## src/rtl/sqrt_pkg.sv

```systemverilog
// Shared types and constants for the integer square-root sequencer.
// The default operand width and the latency helper are also used by benches.
package sqrt_pkg;

  localparam int SQRT_WIDTH = 16;
  localparam int ROOT_W     = SQRT_WIDTH / 2;
  localparam int ITER_W     = $clog2(ROOT_W);

  typedef enum logic [2:0] {
    S_IDLE   = 3'd0,
    S_INIT   = 3'd1,
    S_SHIFT  = 3'd2,
    S_DECIDE = 3'd3,
    S_DONE   = 3'd4
  } sqrt_state_t;

  // Cycles from the accepting edge to the DONE cycle.
  function automatic int sqrt_latency(input int width);
    return width + 2;
  endfunction

endpackage

```

## src/rtl/sqrt_ctrl_if.sv

```systemverilog
// Start/busy/done handshake, results and root-register strobes of sqrt_ctrl.
interface sqrt_ctrl_if
  import sqrt_pkg::*;
#(
  parameter int WIDTH = SQRT_WIDTH
);
  localparam int RW = WIDTH / 2;

  logic             start;
  logic             clear;
  logic [WIDTH-1:0] in_A;
  logic             busy;
  logic             done;
  logic [RW-1:0]    root;
  logic [RW:0]      rem;
  logic             ctl_load;
  logic             ctl_shift;
  logic             ctl_load_r0;
  logic             ctl_bit;

  modport master (
    output start, clear, in_A,
    input  busy, done, root, rem, ctl_load, ctl_shift, ctl_load_r0, ctl_bit
  );

  modport slave (
    input  start, clear, in_A,
    output busy, done, root, rem, ctl_load, ctl_shift, ctl_load_r0, ctl_bit
  );

endinterface

```

## src/rtl/sqrt_step.sv

```systemverilog
// One restoring square-root step: compare the partial remainder with the
// trial value {root, 01} and subtract it when it fits.
module sqrt_step #(
  parameter int RW = 8
) (
  input  logic [RW+1:0] prem_s,
  input  logic [RW-1:0] root_s,
  output logic [RW+1:0] prem_nxt_s,
  output logic [RW-1:0] root_nxt_s,
  output logic          take_s
);

  logic [RW+1:0] trial_s;

  // Trial compare and conditional subtract.
  always_comb begin
    trial_s = {root_s, 2'b01};
    take_s  = (prem_s >= trial_s);
    if (take_s) begin
      prem_nxt_s = prem_s - trial_s;
      root_nxt_s = {root_s[RW-2:0], 1'b1};
    end else begin
      prem_nxt_s = prem_s;
      root_nxt_s = {root_s[RW-2:0], 1'b0};
    end
  end

endmodule

```

## src/rtl/sqrt_ctrl.sv

```systemverilog
// Integer square-root sequencer: one root bit per SHIFT/DECIDE pair, plus
// registered load/shift/insert strobes for the external root register.
module sqrt_ctrl
  import sqrt_pkg::*;
#(
  parameter int WIDTH = SQRT_WIDTH
) (
  input  logic        clk,
  input  logic        reset,
  sqrt_ctrl_if.slave  bus
);

  localparam int RW = WIDTH / 2;
  localparam int IW = (RW > 1) ? $clog2(RW) : 1;
  localparam int PW = RW + 2;

  sqrt_state_t      state_r;
  logic [WIDTH-1:0] opnd_r;
  logic [PW-1:0]    prem_r;
  logic [PW-1:0]    prem_shift_s;
  logic [PW-1:0]    step_in_s;
  logic [PW-1:0]    step_prem_s;
  logic [RW-1:0]    root_q_r;
  logic [RW-1:0]    step_root_s;
  logic             step_take_s;
  logic [IW-1:0]    iter_r;
  logic             last_s;
  logic             busy_r;
  logic             done_r;
  logic [RW-1:0]    root_r;
  logic [RW:0]      rem_r;
  logic             ctl_load_r;
  logic             ctl_shift_r;
  logic             ctl_load_r0_r;
  logic             ctl_bit_r;

  assign prem_shift_s = {prem_r[RW-1:0], opnd_r[WIDTH-1 -: 2]};
  assign last_s       = (iter_r == IW'(RW - 1));

  // In SHIFT the step looks ahead at the shifted remainder so the inserted
  // bit can be registered together with the DECIDE strobe.
  always_comb begin
    step_in_s = prem_r;
    if (state_r == S_SHIFT) begin
      step_in_s = prem_shift_s;
    end else begin
      step_in_s = prem_r;
    end
  end

  sqrt_step #(.RW(RW)) u_step (
    .prem_s     (step_in_s),
    .root_s     (root_q_r),
    .prem_nxt_s (step_prem_s),
    .root_nxt_s (step_root_s),
    .take_s     (step_take_s)
  );

  // Sequencer state, datapath registers and next-state-decoded outputs.
  always_ff @(posedge clk or negedge reset) begin
    if (!reset) begin
      state_r       <= S_IDLE;
      opnd_r        <= '0;
      prem_r        <= '0;
      root_q_r      <= '0;
      iter_r        <= '0;
      busy_r        <= 1'b0;
      done_r        <= 1'b0;
      root_r        <= '0;
      rem_r         <= '0;
      ctl_load_r    <= 1'b0;
      ctl_shift_r   <= 1'b0;
      ctl_load_r0_r <= 1'b0;
      ctl_bit_r     <= 1'b0;
    end else if (bus.clear) begin
      state_r       <= S_IDLE;
      busy_r        <= 1'b0;
      done_r        <= 1'b0;
      root_r        <= '0;
      rem_r         <= '0;
      ctl_load_r    <= 1'b0;
      ctl_shift_r   <= 1'b0;
      ctl_load_r0_r <= 1'b0;
      ctl_bit_r     <= 1'b0;
    end else begin
      done_r        <= 1'b0;
      ctl_load_r    <= 1'b0;
      ctl_shift_r   <= 1'b0;
      ctl_load_r0_r <= 1'b0;
      ctl_bit_r     <= 1'b0;
      case (state_r)
        S_IDLE: begin
          if (bus.start) begin
            state_r    <= S_INIT;
            opnd_r     <= bus.in_A;
            prem_r     <= '0;
            root_q_r   <= '0;
            iter_r     <= '0;
            busy_r     <= 1'b1;
            ctl_load_r <= 1'b1;
          end else begin
            busy_r     <= 1'b0;
          end
        end
        S_INIT: begin
          state_r     <= S_SHIFT;
          busy_r      <= 1'b1;
          ctl_shift_r <= 1'b1;
        end
        S_SHIFT: begin
          state_r       <= S_DECIDE;
          busy_r        <= 1'b1;
          prem_r        <= prem_shift_s;
          opnd_r        <= {opnd_r[WIDTH-3:0], 2'b00};
          ctl_load_r0_r <= 1'b1;
          ctl_bit_r     <= step_take_s;
        end
        S_DECIDE: begin
          busy_r   <= 1'b1;
          prem_r   <= step_prem_s;
          root_q_r <= step_root_s;
          iter_r   <= iter_r + IW'(1);
          if (last_s) begin
            state_r <= S_DONE;
            done_r  <= 1'b1;
            root_r  <= step_root_s;
            rem_r   <= step_prem_s[RW:0];
          end else begin
            state_r     <= S_SHIFT;
            ctl_shift_r <= 1'b1;
          end
        end
        S_DONE: begin
          state_r <= S_IDLE;
          busy_r  <= 1'b0;
        end
        default: begin
          state_r <= S_IDLE;
          busy_r  <= 1'b0;
        end
      endcase
    end
  end

  assign bus.busy        = busy_r;
  assign bus.done        = done_r;
  assign bus.root        = root_r;
  assign bus.rem         = rem_r;
  assign bus.ctl_load    = ctl_load_r;
  assign bus.ctl_shift   = ctl_shift_r;
  assign bus.ctl_load_r0 = ctl_load_r0_r;
  assign bus.ctl_bit     = ctl_bit_r;

endmodule

```

## src/flat_wrapper.sv

```systemverilog
// flat-port wrapper written by rule: the top's interface ports become plain ports
module sqrt_ctrl_flat import sqrt_pkg::*;
#(
  parameter int WIDTH = SQRT_WIDTH
)
  (clk, reset, bus_start, bus_clear, bus_in_A, bus_busy, bus_done, bus_root, bus_rem, bus_ctl_load, bus_ctl_shift, bus_ctl_load_r0, bus_ctl_bit);
  sqrt_ctrl_if #(.WIDTH(WIDTH)) bus_i ();
  input  logic clk;
  input  logic reset;
  input wire logic [$bits(bus_i.start)-1:0] bus_start;
  input wire logic [$bits(bus_i.clear)-1:0] bus_clear;
  input wire logic [$bits(bus_i.in_A)-1:0] bus_in_A;
  output wire logic [$bits(bus_i.busy)-1:0] bus_busy;
  output wire logic [$bits(bus_i.done)-1:0] bus_done;
  output wire logic [$bits(bus_i.root)-1:0] bus_root;
  output wire logic [$bits(bus_i.rem)-1:0] bus_rem;
  output wire logic [$bits(bus_i.ctl_load)-1:0] bus_ctl_load;
  output wire logic [$bits(bus_i.ctl_shift)-1:0] bus_ctl_shift;
  output wire logic [$bits(bus_i.ctl_load_r0)-1:0] bus_ctl_load_r0;
  output wire logic [$bits(bus_i.ctl_bit)-1:0] bus_ctl_bit;
  assign bus_i.start = bus_start;
  assign bus_i.clear = bus_clear;
  assign bus_i.in_A = bus_in_A;
  assign bus_busy = bus_i.busy;
  assign bus_done = bus_i.done;
  assign bus_root = bus_i.root;
  assign bus_rem = bus_i.rem;
  assign bus_ctl_load = bus_i.ctl_load;
  assign bus_ctl_shift = bus_i.ctl_shift;
  assign bus_ctl_load_r0 = bus_i.ctl_load_r0;
  assign bus_ctl_bit = bus_i.ctl_bit;
  sqrt_ctrl #(.WIDTH(WIDTH)) u_core (.clk(clk), .reset(reset), .bus(bus_i));
endmodule
```

## config.mk

```make
export PLATFORM = sky130hd
export DESIGN_NAME = sqrt_ctrl_flat
export DESIGN_NICKNAME = d
export VERILOG_FILES = /design/src/rtl/sqrt_pkg.sv /design/src/rtl/sqrt_ctrl_if.sv /design/src/rtl/sqrt_step.sv /design/src/rtl/sqrt_ctrl.sv /design/src/flat_wrapper.sv
export SDC_FILE = /design/constraint.sdc
export NUM_CORES = 1
export LEC_CHECK = 0
export ABC_CLOCK_PERIOD_IN_PS = 2900
export CAP_MARGIN = 25
export CORE_MARGIN = 2
export CORE_UTILIZATION = 42
export CTS_CLUSTER_DIAMETER = 60
export DETAILED_ROUTE_END_ITERATION = 6
export PLACE_DENSITY = 0.68
export SYNTH_ARGS = -nofsm -noshare
export SYNTH_HDL_FRONTEND = slang
export SYNTH_SLANG_ARGS = --single-unit
```

## constraint.sdc

```tcl
create_clock -name clk -period 2.9 [get_ports clk]
set_input_delay 0.58 -clock clk [delete_from_list [all_inputs] [get_ports clk]]
set_output_delay 0.58 -clock clk [all_outputs]
set_load 0.005 [all_outputs]
```

**Run 1: wiring by layer**

Drawn at 4 px/um. Two of the layers only.
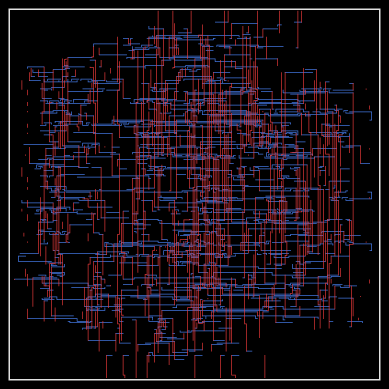
- metal 1: blue (wire length 3,690 um)
- metal 2: red (wire length 3,980 um)

**Run 1: cell classes on the final placement**

Drawn at 3 px/um.
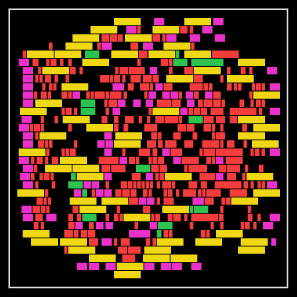
- clock drivers and dummy loads: green (cells 16; share of their area 4.4%)
- combinational and other logic: red (cells 292; share of their area 42%)
- remaining buffers and delay cells: magenta (cells 81; share of their area 17%)
- sequential cells: yellow (cells 63; share of their area 37%)
area of the core region: 7650 um2
final design instance area without fill: 4440 um2
Final Core Density: 0.581
Std-Cell Rows: 32

**Run 1: placement view**

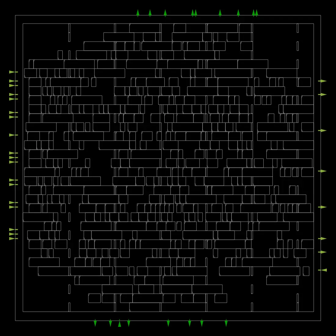
count of flip-flops and latches: 63
Non-Filler Instances: 554
Seq/total area: 0.355
number of well taps: 102

==> summary.txt, run 1 <==
Figures from the implementation reports.

- The flow ran to the end, and the final reports show no timing, DRC or antenna violations.
- Of the total synthesized cell area, the portion taken by full adders, half adders and majority gates is 0.0459.
- The worst-case vdd ir drop reads 318 uV.
- The xor/xnor cell area share of the yosys netlist is 0.0161.
- The setup violation total in the final timing report reads 0.
- Among the non-sequential cells, AND-OR/OR-AND gates take the most area.
- The kind of path behind the tightest hold check is in -> async.
- The wire length per cell after detailed routing is 14.7 um.
- The global routing met3 resource utilization reads 0.0362.
- The startpoint of the lowest-slack register-to-register path is u_core.state_r[1].
- Derived from the worst setup path, the maximum achievable clock frequency is 0.354 GHz.
- The number of max-slew violations in the final report is 0.
- The register with the most flip-flops in the final layout is u_core.opnd_r.
- The most instantiated flip-flop cell in the synthesis netlist is sky130_fd_sc_hd__dfrtp_1.
- The clock insertion delay at the later pin of the skew report reads 0.34 ns.
- The cell type with the largest total area reads sky130_fd_sc_hd__dfrtp_1.
- The synthesis run shows the most used standard cells to be sky130_fd_sc_hd__nand2_1, sky130_fd_sc_hd__dfrtp_1, sky130_fd_sc_hd__nor2_1.
- The most critical hold endpoint after final layout shows a slack of 0.260 ns.
- The H-tree was split into 3 levels.
- The cell area after placement is 3960 um2.
- The yosys cell count is 375.
- The die width is 92.3 um.
- The synthesis report lists the Yosys warning total as 0.
- The area of the mapped netlist is 3270 um2.
- The number of OpenROAD warnings is 28.
- The met2 capacity usage during global routing reads 0.328.
- The element type at the critical path end is a register.
- The CTS tree is built.
- Once the clock tree was built, the setup fixing pass inserted 2 buffers.
- The CTS log lists the clock sinks for this run as 63.
- The leakage power total is 1.94 nW.
- Of all the cell area in the finished design, the clock network holds 0.0428.
- Summed over all layers, the global routing overflow is 0.
- The total via count in the routed design reads 2,905.
- TritonCTS created 9 clock buffers.
- The CTS root buffer reads sky130_fd_sc_hd__clkbuf_8.
- Measured against the total synthesized area, the mux share comes to 0.0153.
- The slack of the worst reg-to-reg path reads 0.08 ns.
- The count of endpoints failing hold in the final timing report is 0.
- The depth of the critical timing path with buffers and inverters included is 15.
- The congestion estimate from routability-driven global placement came to 0.868.
- The floorplan die area reads 8520 um2.
- Walking the worst path, the cells encountered are buf_4 -> nor3b_4 -> buf_4 -> buf_4 -> nand2_1 -> nand2_1 -> ha_1 -> and4_4 -> a31o_4 -> a21oi_4 -> and2_4 -> buf_4 -> buf_4 -> buf_4 -> a211oi_1.
- The number of placed instances, taps included, is 526.
- The total area of sequential cells is 1580 um2.
- The post-detailed-route DRC marker count reads 0.
- The OpenROAD report gives the critical path a required time of 3.12 ns.
- Post-route period utilization is reported as 0.973.
- Of the synthesized area, sequential elements account for 0.482.
- Setup repair after global routing could not meet its margin everywhere.
- The instance count of the mapped netlist reads 375.
- The fraction of the mapped netlist area in compound gates reads 0.200.
- The HPWL after detailed placement is 5.73 mm.
- Synthesis produced a netlist with a net count of 407.
- The net count of the finished layout is 479.
- After filler insertion, the fill cell instance count of the layout stands at 673.
- The number of optimization iterations in the first detailed-route pass is 4.
- The worst-path cell with the longest stage delay reads sky130_fd_sc_hd__dfrtp_1.
- The slack of the critical path is 0.0770 ns.
- The completed layout was analyzed and its total power is 2.82 mW.
- The combined global-route utilization of all metal layers is 0.199.
- Measured along the y axis, the die boundary spans 92.3 um.
- The slew check shows that the tightest pin keeps a relative margin of 0.450.
- Per the layout report, the design carries 14 non-clock inverters.
- The source of the critical timing path is u_core.state_r[1].
- The clock tree buffer depth reads 2.
- The hold-fix buffer count after cts is 0.
==> run 1: layer usage <==
layer  wire, um  up-vias
li1           -     1453
met3        311       12
met1       3690     1377
met2       3980       63
met4        163        0
met5          0        -
==> run 1: how the worst min path moves through the flow <==
stage | slack, ns | cells after the start | end
5_1_grt | 0.29 | 1 | u_core.bus.root[7]
2_1_floorplan | 0.28 | 0 | u_core.bus.busy
3_5_place_dp | 0.48 | 2 | u_core.root_q_r[7]
6_report | 0.26 | 1 | u_core.bus.root[7]
3_3_place_gp | 0.47 | 2 | u_core.root_q_r[7]
4_1_cts | 0.27 | 1 | u_core.bus.root[7]
==> run 1: power by group <==
part	switching [mW]	internal, mW	leakage (nW)
Clock	0.332	0.417	0.100
Combinational	0.553	0.501	1.02
Sequential	0.0570	0.959	0.821
Total	0.942	1.88	1.94
**Run 1: register map, names as in the netlist**

Drawn at 6 px/um.
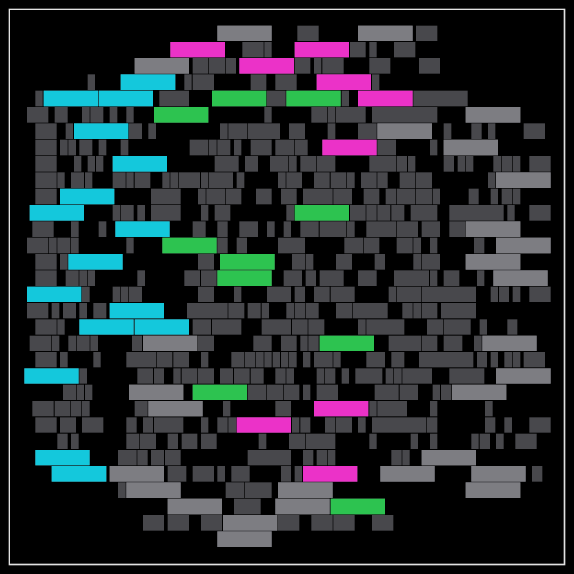

--- run 2 (diff from run 1) ---
--- a/config.mk
+++ b/config.mk
@@ -8,10 +8,10 @@
 export ABC_CLOCK_PERIOD_IN_PS = 2900
 export CAP_MARGIN = 25
 export CORE_MARGIN = 2
-export CORE_UTILIZATION = 42
+export CORE_UTILIZATION = 50
 export CTS_CLUSTER_DIAMETER = 60
 export DETAILED_ROUTE_END_ITERATION = 6
-export PLACE_DENSITY = 0.68
+export PLACE_DENSITY = 0.78
 export SYNTH_ARGS = -nofsm -noshare
 export SYNTH_HDL_FRONTEND = slang
 export SYNTH_SLANG_ARGS = --single-unit
**Run 2: register map, names as in the netlist**

Drawn at 6 px/um.
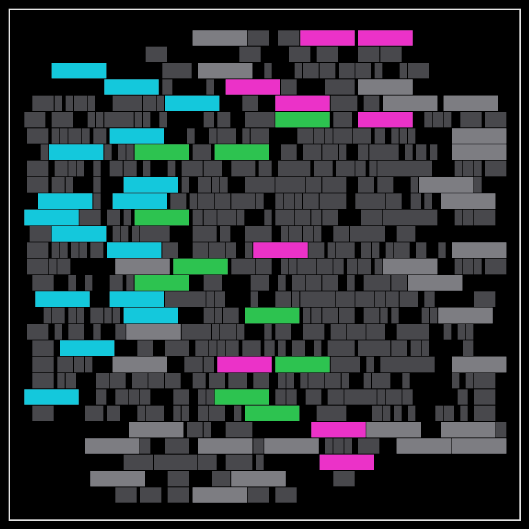
- u_core.prem_r: green (placed flops 10)
- u_core.opnd_r: cyan (placed flops 16)
- u_core.bus.rem: magenta (placed flops 9)

==> run 2 against run 1 <==
- total power shrank 4.0%
- area after synthesis is the same
- core utilization grew 9.8 points
- largest cell class unchanged
- setup slack worse by 0.030 ns
- critical path type unchanged
==> summary.txt, run 2 <==
Figures from the implementation reports.

- The overflow left after global routing came to 0 (unchanged).
- The wire length per cell after detailed routing is 15.2 um (+3.4%).
- The count of placed standard cells in the final layout, fillers left out reads 525 (-5.2%).
- The total area of sequential cells is 1580 um2 (unchanged).
- The fraction of area in registers reads 0.365 (+0.0106).
- The maximum operating frequency is 0.350 GHz (-1.1%).
- The floorplan die area reads 7210 um2 (-15%).
- The number of nets in the layout is 475 (-0.84%).
- The count of sequential standard cells reads 63 (unchanged).
- The number of OpenROAD warnings is 28 (unchanged).
- Looking at the reg2reg group, the worst path starts from u_core.state_r[2].
- The CTS root buffer reads sky130_fd_sc_hd__clkbuf_8.
- The die width is 84.9 um (-8.0%).
- The flow ran to the end, and the final reports show no timing, DRC or antenna violations.
- The slack of the worst reg-to-reg path is 0.05 ns (-0.03 ns).
- The cell type with the largest total area reads sky130_fd_sc_hd__dfrtp_1.
- The top routing layer in use reads met4.
- The slack of the critical path is 0.0468 ns (-0.0302 ns).
- The met3 wire length is 414 um (+33%).
- The post-detailed-route DRC marker count is 0 (unchanged).
- The net count of the mapped netlist reads 407 (unchanged).
- The clock insertion delay at the later pin of the skew report came to 0.34 ns (about the same).
- The HPWL after detailed placement is 5.39 mm (-6.0%).
- The area of the core reads 6350 um2 (-17%).
- The total power consumption of the routed design is 2.71 mW (-4.0%).
- Setup repair after global routing could not meet its margin everywhere.
- The worst-path cell with the longest stage delay is sky130_fd_sc_hd__a221o_1.
- The H-tree depth reads 3 (unchanged).
- The leakage power total reads 1.88 nW (-3.3%).
- TritonCTS built the clock tree.
- The depth of the critical timing path with buffers and inverters included reads 11 (-4).
- The non-clock inverter total of the final layout is 14 (unchanged).
- The source of the critical timing path reads u_core.state_r[2].
- The global routing met3 resource utilization is 0.0554 (+0.0193).
- The met1 layer wirelength in the final routing reads 3.52 mm (-4.5%).
- The number of standard-cell rows in the floorplan reads 29 (-9.4%).
- The number of tap cells added at floorplan is 77 (-25%).
- Listed in order, past its start point the critical path passes buf_6 -> nor3b_4 -> buf_6 -> nand2_2 -> nand2_4 -> ha_4 -> a21o_1 -> a221o_1 -> a221oi_2 -> xor2_1 -> o311ai_1.
- The total clock sinks was 63 (unchanged).
- The cell area after placement was 3900 um2 (-1.5%).
- The number of max-slew violations in the final report is 0 (unchanged).
- The number of buffers created by CTS is 9 (unchanged).
- The total via count in the routed design is 2,993 (+3.0%).
- The routability congestion estimate came to 0.937 (+8.0%).
- The cell count after placement came to 497 (-5.5%).
- The fill cell total of the finished layout came to 493 (-27%).
- The post-layout utilization of the core is 0.680 (+0.0985).
- The post-synthesis sequential area ratio is 0.482 (unchanged).
- The part of the cycle the worst path needs is 0.984 (+0.0104).
[run 2: cell counts after synthesis]
Identical to the previous run, type by type.
[run 2: cells by family (layout without fill, tap and decap cells)]
group,after synthesis,in the layout,share of synthesized area
buffers and inverters,35,107,0.0420
AOI/OAI and AO/OA,100,100,0.200
xor gates and xnor gates,6,6,0.0161
DFF,63,63,0.482
and+or+nand+nor,154,155,0.199
adders and majority gates,12,12,0.0459
muxes,5,5,0.0153
[run 2: what timing repair did]
action / CTS / global route
cloned: 0 / 1
setup endpoints to repair: 14 / 22
buffers inserted: 4 / 7
resized: 3 / 33
hold buffers: 0 / 0
pin swaps: 2 / 16
[run 2: report_power, final]
part	internal, mW	switching, mW	leakage, nW
Combinational	0.450	0.530	0.973
Clock	0.353	0.355	0.0873
Sequential	0.959	0.0586	0.821
Total	1.76	0.944	1.88
Power is estimated from default activity; no workload was simulated.
